Metal 1:
(3 px per micron) Supply wires on this layer in grey.
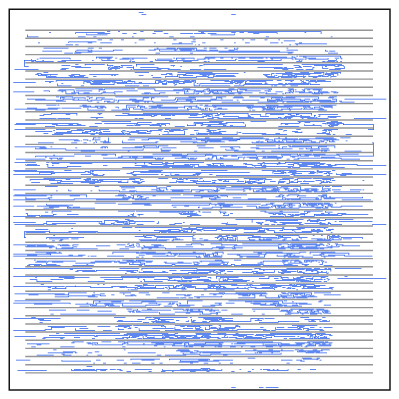
Met2 routing:
(2 px per micron) Cells faint in the background.
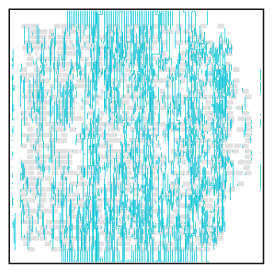
Signal wires on met3:
(3 px per micron)
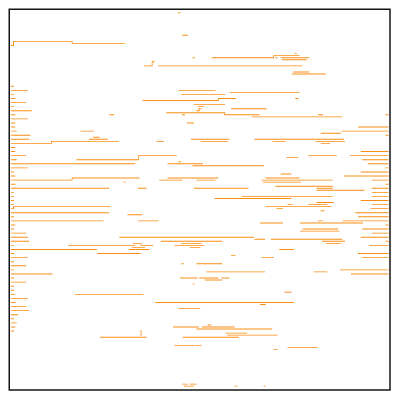
Signal wires on met4:
(3 px per micron) Supply wires on this layer in grey.
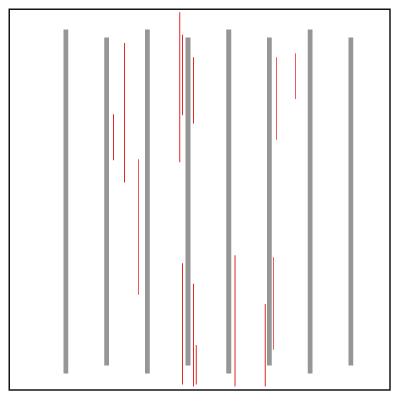
Placed standard cells:
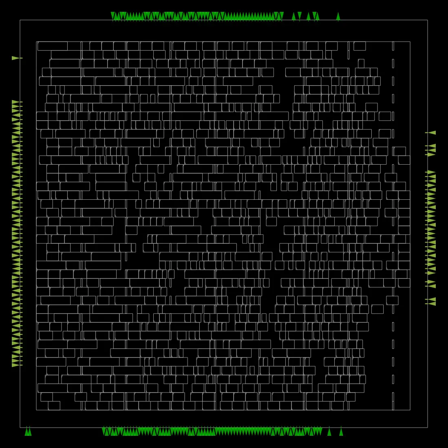
**config.mk**
```make
export PLATFORM = sky130hd
export DESIGN_NAME = instruction_fetch
export DESIGN_NICKNAME = d
export VERILOG_FILES = /design/src/rtl/instruction_fetch.sv
export SDC_FILE = /design/constraint.sdc
export NUM_CORES = 1
export LEC_CHECK = 0
export CORE_MARGIN = 5
export CORE_UTILIZATION = 45
export CTS_CLUSTER_DIAMETER = 80
export DETAILED_ROUTE_END_ITERATION = 16
export MAX_ROUTING_LAYER = met4
export PLACE_DENSITY_LB_ADDON = 0.2
export SLEW_MARGIN = 25
export SYNTH_ARGS = -nofsm -noshare
export SYNTH_HDL_FRONTEND = slang
export SYNTH_SLANG_ARGS = --single-unit
export TNS_END_PERCENT = 5
```
**constraint.sdc**
```tcl
create_clock -name clk -period 4.2 [get_ports clk]
set_clock_uncertainty 0.2 [all_clocks]
set_input_delay 0.84 -clock clk [delete_from_list [all_inputs] [get_ports clk]]
set_output_delay 0.84 -clock clk [all_outputs]
set_load 0.005 [all_outputs]
```
**src/rtl/instruction_fetch.sv**
```systemverilog
// instruction_fetch: PC holder and imem req/ack fetcher that presents one instruction per execute slot
//  clk, rst(async, active-high)
//  imem_req/imem_addr/imem_ack/imem_rdata : instruction memory handshake
//  stall, Branch, Zero, Jump, Jal, Jr, branch_imm, jr_target : next-PC controls
//  instr, instr_valid, pc, pc_plus4 : execute-slot outputs; fetch_err : sticky error
module instruction_fetch #(
  parameter logic [31:0] RESET_PC = 32'h0000_0000,
  parameter int          MAX_WAIT = 16
) (
  input  logic        clk,
  input  logic        rst,
  output logic        imem_req,
  output logic [31:0] imem_addr,
  input  logic        imem_ack,
  input  logic [31:0] imem_rdata,
  input  logic        stall,
  input  logic        Branch,
  input  logic        Zero,
  input  logic        Jump,
  input  logic        Jal,
  input  logic        Jr,
  input  logic [31:0] branch_imm,
  input  logic [31:0] jr_target,
  output logic [31:0] instr,
  output logic        instr_valid,
  output logic [31:0] pc,
  output logic [31:0] pc_plus4,
  output logic        fetch_err
);
  localparam int CW = $clog2(MAX_WAIT + 1);
  typedef enum logic [1:0] {S_REQ, S_EXEC, S_HALT} state_t;
  state_t state, state_n;
  logic [31:0] pc_n, instr_n, next_pc;
  logic valid_n, err_n;
  logic [CW-1:0] wait_cnt, wait_n;
  assign pc_plus4  = pc + 32'd4;
  assign imem_addr = pc;
  // request drops combinationally the moment reset asserts
  assign imem_req  = (state == S_REQ) && !rst;
  assign next_pc = Jr            ? jr_target :
                   (Jump | Jal)  ? {pc_plus4[31:28], instr[25:0], 2'b00} :
                   (Branch & Zero) ? pc_plus4 + {branch_imm[29:0], 2'b00} :
                   pc_plus4;
  always_ff @(posedge clk or posedge rst) begin
    if (rst) begin
      state       <= S_REQ;
      pc          <= RESET_PC;
      instr       <= '0;
      instr_valid <= 1'b0;
      fetch_err   <= 1'b0;
      wait_cnt    <= '0;
    end else begin
      state       <= state_n;
      pc          <= pc_n;
      instr       <= instr_n;
      instr_valid <= valid_n;
      fetch_err   <= err_n;
      wait_cnt    <= wait_n;
    end
  end
  always_comb begin
    state_n = state;
    pc_n    = pc;
    instr_n = instr;
    valid_n = instr_valid;
    err_n   = fetch_err;
    wait_n  = wait_cnt;
    case (state)
      S_REQ: begin
        if (imem_ack) begin
          instr_n = imem_rdata;
          valid_n = 1'b1;
          wait_n  = '0;
          state_n = S_EXEC;
        end else begin
          wait_n = wait_cnt + CW'(1);
          if (wait_cnt == CW'(MAX_WAIT - 1)) begin
            err_n   = 1'b1;
            state_n = S_HALT;
          end
        end
      end
      S_EXEC: begin
        if (!stall) begin
          valid_n = 1'b0;
          // a misaligned target freezes the PC at the offending instruction
          if (next_pc[1:0] != 2'b00) begin
            err_n   = 1'b1;
            state_n = S_HALT;
          end else begin
            pc_n    = next_pc;
            state_n = S_REQ;
          end
        end
      end
      default: begin
        valid_n = 1'b0;
        state_n = S_HALT;
      end
    endcase
  end
endmodule

```
==> qor.yml <==
floorplanning:
  dieHeight_microns: 126
  dieWidth_microns: 126
  die-area_sq_um: 16000
  ios: 236
  core_util_floorplan: 0.460
  row_count: 42
  coreArea_sq_um: 13200
critical_path:
  crit_cells: 7
  crit_chain: "and4_1 -> nand4_4 -> or3_4 -> nor3_1 -> xor2_1 -> buf_4 -> clkdlybuf4s50_1"
  critPathSlowestCell: "clkdlybuf4s50_1"
  path_class: "register to output pin"
  reg2regPathDepth: 14
  r2r_setup_slack_ns: 0.22
  critPathMaxStageDelay_ns: 0.50
  start_kind: "register"
  endpoint: "pc_plus4[25]"
  arrival_ns: 2.99
  critPathCaptureType: "output pin"
  worstPathMaxFanout: 9
  rr_endpoint: "imem_addr[27]"
  crit_start: "imem_addr[12]"
final_layout:
  comb_cells: 575
  area_share_clock_buf_inv: 0.0342
  comb_area_share: 0.438
  layout-drive-gt1-share: 0.113
  buffers: 266
  sh_seq_area: 0.206
  bufAreaShareNonClock: 0.291
  largest_class: "multi-input combinational cells"
  antenna_cells: 0
  syn_to_final_growth_pct: 45.4
synthesis:
  synth_seq_share: 0.300
  synthAoiAreaFrac: 0.208
  synth_cell_types: 69
  top_logic_kind: "AND-OR/OR-AND gates"
  yosysWarnings: 0
  ys_cells: 730
  synth_cells: 730
  synthArstFlopShare: 1.00
  synth_top_cell_by_area: "dfrtp_1"
  floorplan.nets: 874
run_status:
  status: "finished clean"
placed_design:
  dp.cells: 1104
  dpl_worst_slack_ns: 0.108
  gp_congestion: 1.03
  postPlaceCellArea_sq_um: 8510
final_timing:
  setup_viol: 0
  max_slew_margin: 0.526
  worstMarginPinSlew_ns: 0.703
  rsz0062_at_grt: "yes"
  whs_ns: 0.294
  period_minus_slack_ns: 4.03
global_route:
  grt-ovfl-total: 0
  antenna_found_initial: 0
  track_usage: 0.277
clock_tree:
  post_cts_buffers: 0
  post_cts_resized: 0
  cts_hold_buffers: 0
  clk_pin_slew_ns: 0.06
  cts_tree: "yes"
  clk_latency_ns: 0.33
  htreeDepth: 3
  cts.sinks: 73
routing:
  num_vias: 6487
  drt_wl_total_microns: 22100
  wl_per_cell_microns: 19.7
  firstDrtPassIters: 5
  ant_nets: 0
job:
  maxCapViolCount: 0
worst_hold_path:
  min_path_cells: 1
  worstHoldEndpoint: "fetch_err"
  hp-start: "fetch_err"
pwr:
  p_total_mw: 6.19
  ir_worst_vdd_mv: 0.472
Notes on 'metal 1' above:
longest straight run: 48.8 microns
share of all routed wire: 45%

Notes on 'met2 routing' above:
main direction: vertical
share of all routed wire: 45%
longest straight run: 43.2 microns

Notes on 'signal wires on met3' above:
nets with wire on the layer: 187
longest straight run: 47.8 microns
wire length on this layer: 1900 microns
share of all routed wire: 8.6%
main direction: horizontal

Notes on 'signal wires on met4' above:
share of all routed wire: 2.0%
nets with wire on the layer: 13
longest straight run: 49.6 microns
main direction: vertical

Notes on 'placed standard cells' above:
final core utilization: 0.669
Tap Count: 176
seq_cells: 73

-- per-layer routing --
| metal | routed length [microns] | global-route usage | share of wire | vias to the layer above |
|---|---|---|---|---|
| met2 | 9890 | 0.417 | 0.45 | 327 |
| met4 | 434 | 0.0650 | 0.020 | 0 |
| met3 | 1900 | 0.0513 | 0.086 | 30 |
| li1 | - | - | - | 3068 |
| met1 | 9880 | 0.388 | 0.45 | 3062 |
| met5 | 0 | - | 0 | - |
-- flip-flops by register name, summed over array words and instances, names as in the netlist --
signal,count
fetch_err,1
imem_addr,32
instr,32
instr_valid,1
state,2
wait_cnt,5
-- where the power goes --
part           total, mW  internal, mW  switching (mW)  leakage, nW
sequential          1.49          1.03           0.459        0.889
combinational       3.93          2.14            1.80         2.68
clock              0.774         0.465           0.309        0.146
total               6.19          3.63            2.56         3.71
-- Yosys cell counts (3+ instances only) --
library cell	number
nand2_1	76
dfrtp_1	73
nor2_1	61
a21oi_1	60
o21ai_0	49
ha_1	38
buf_4	34
mux2_2	33
clkbuf_1	29
xnor2_1	22
nand3_1	21
nor3_1	21
xor2_1	21
and3_1	20
inv_1	14
a211oi_1	12
nand4_1	12
a21o_1	10
or3_1	9
and2_1	8
o31ai_1	8
and4_1	6
o21bai_1	6
a211o_1	5
a31oi_1	5
o21a_1	5
o311ai_0	5
a311oi_1	4
nand2b_1	4
o211ai_1	4
or2_2	4
a21boi_0	3
mux2i_1	3
-- cell usage in the layout, fill, tap and decap left out, types with 11 or more instances in the layout --
cell type and count:
nand2_1 76, clkdlybuf4s50_1 233, xor2_1 21, buf_4 33, ha_1 38, a21oi_1 59, inv_1 13, nor2_1 59
nand3_1 21, nor3_1 18, dfrtp_1 73, mux2_2 33, nand4_1 12, a211oi_1 11, o21ai_0 48, and3_1 20
xnor2_1 22
No activity file was given, so power comes from the tool's default toggle rates.
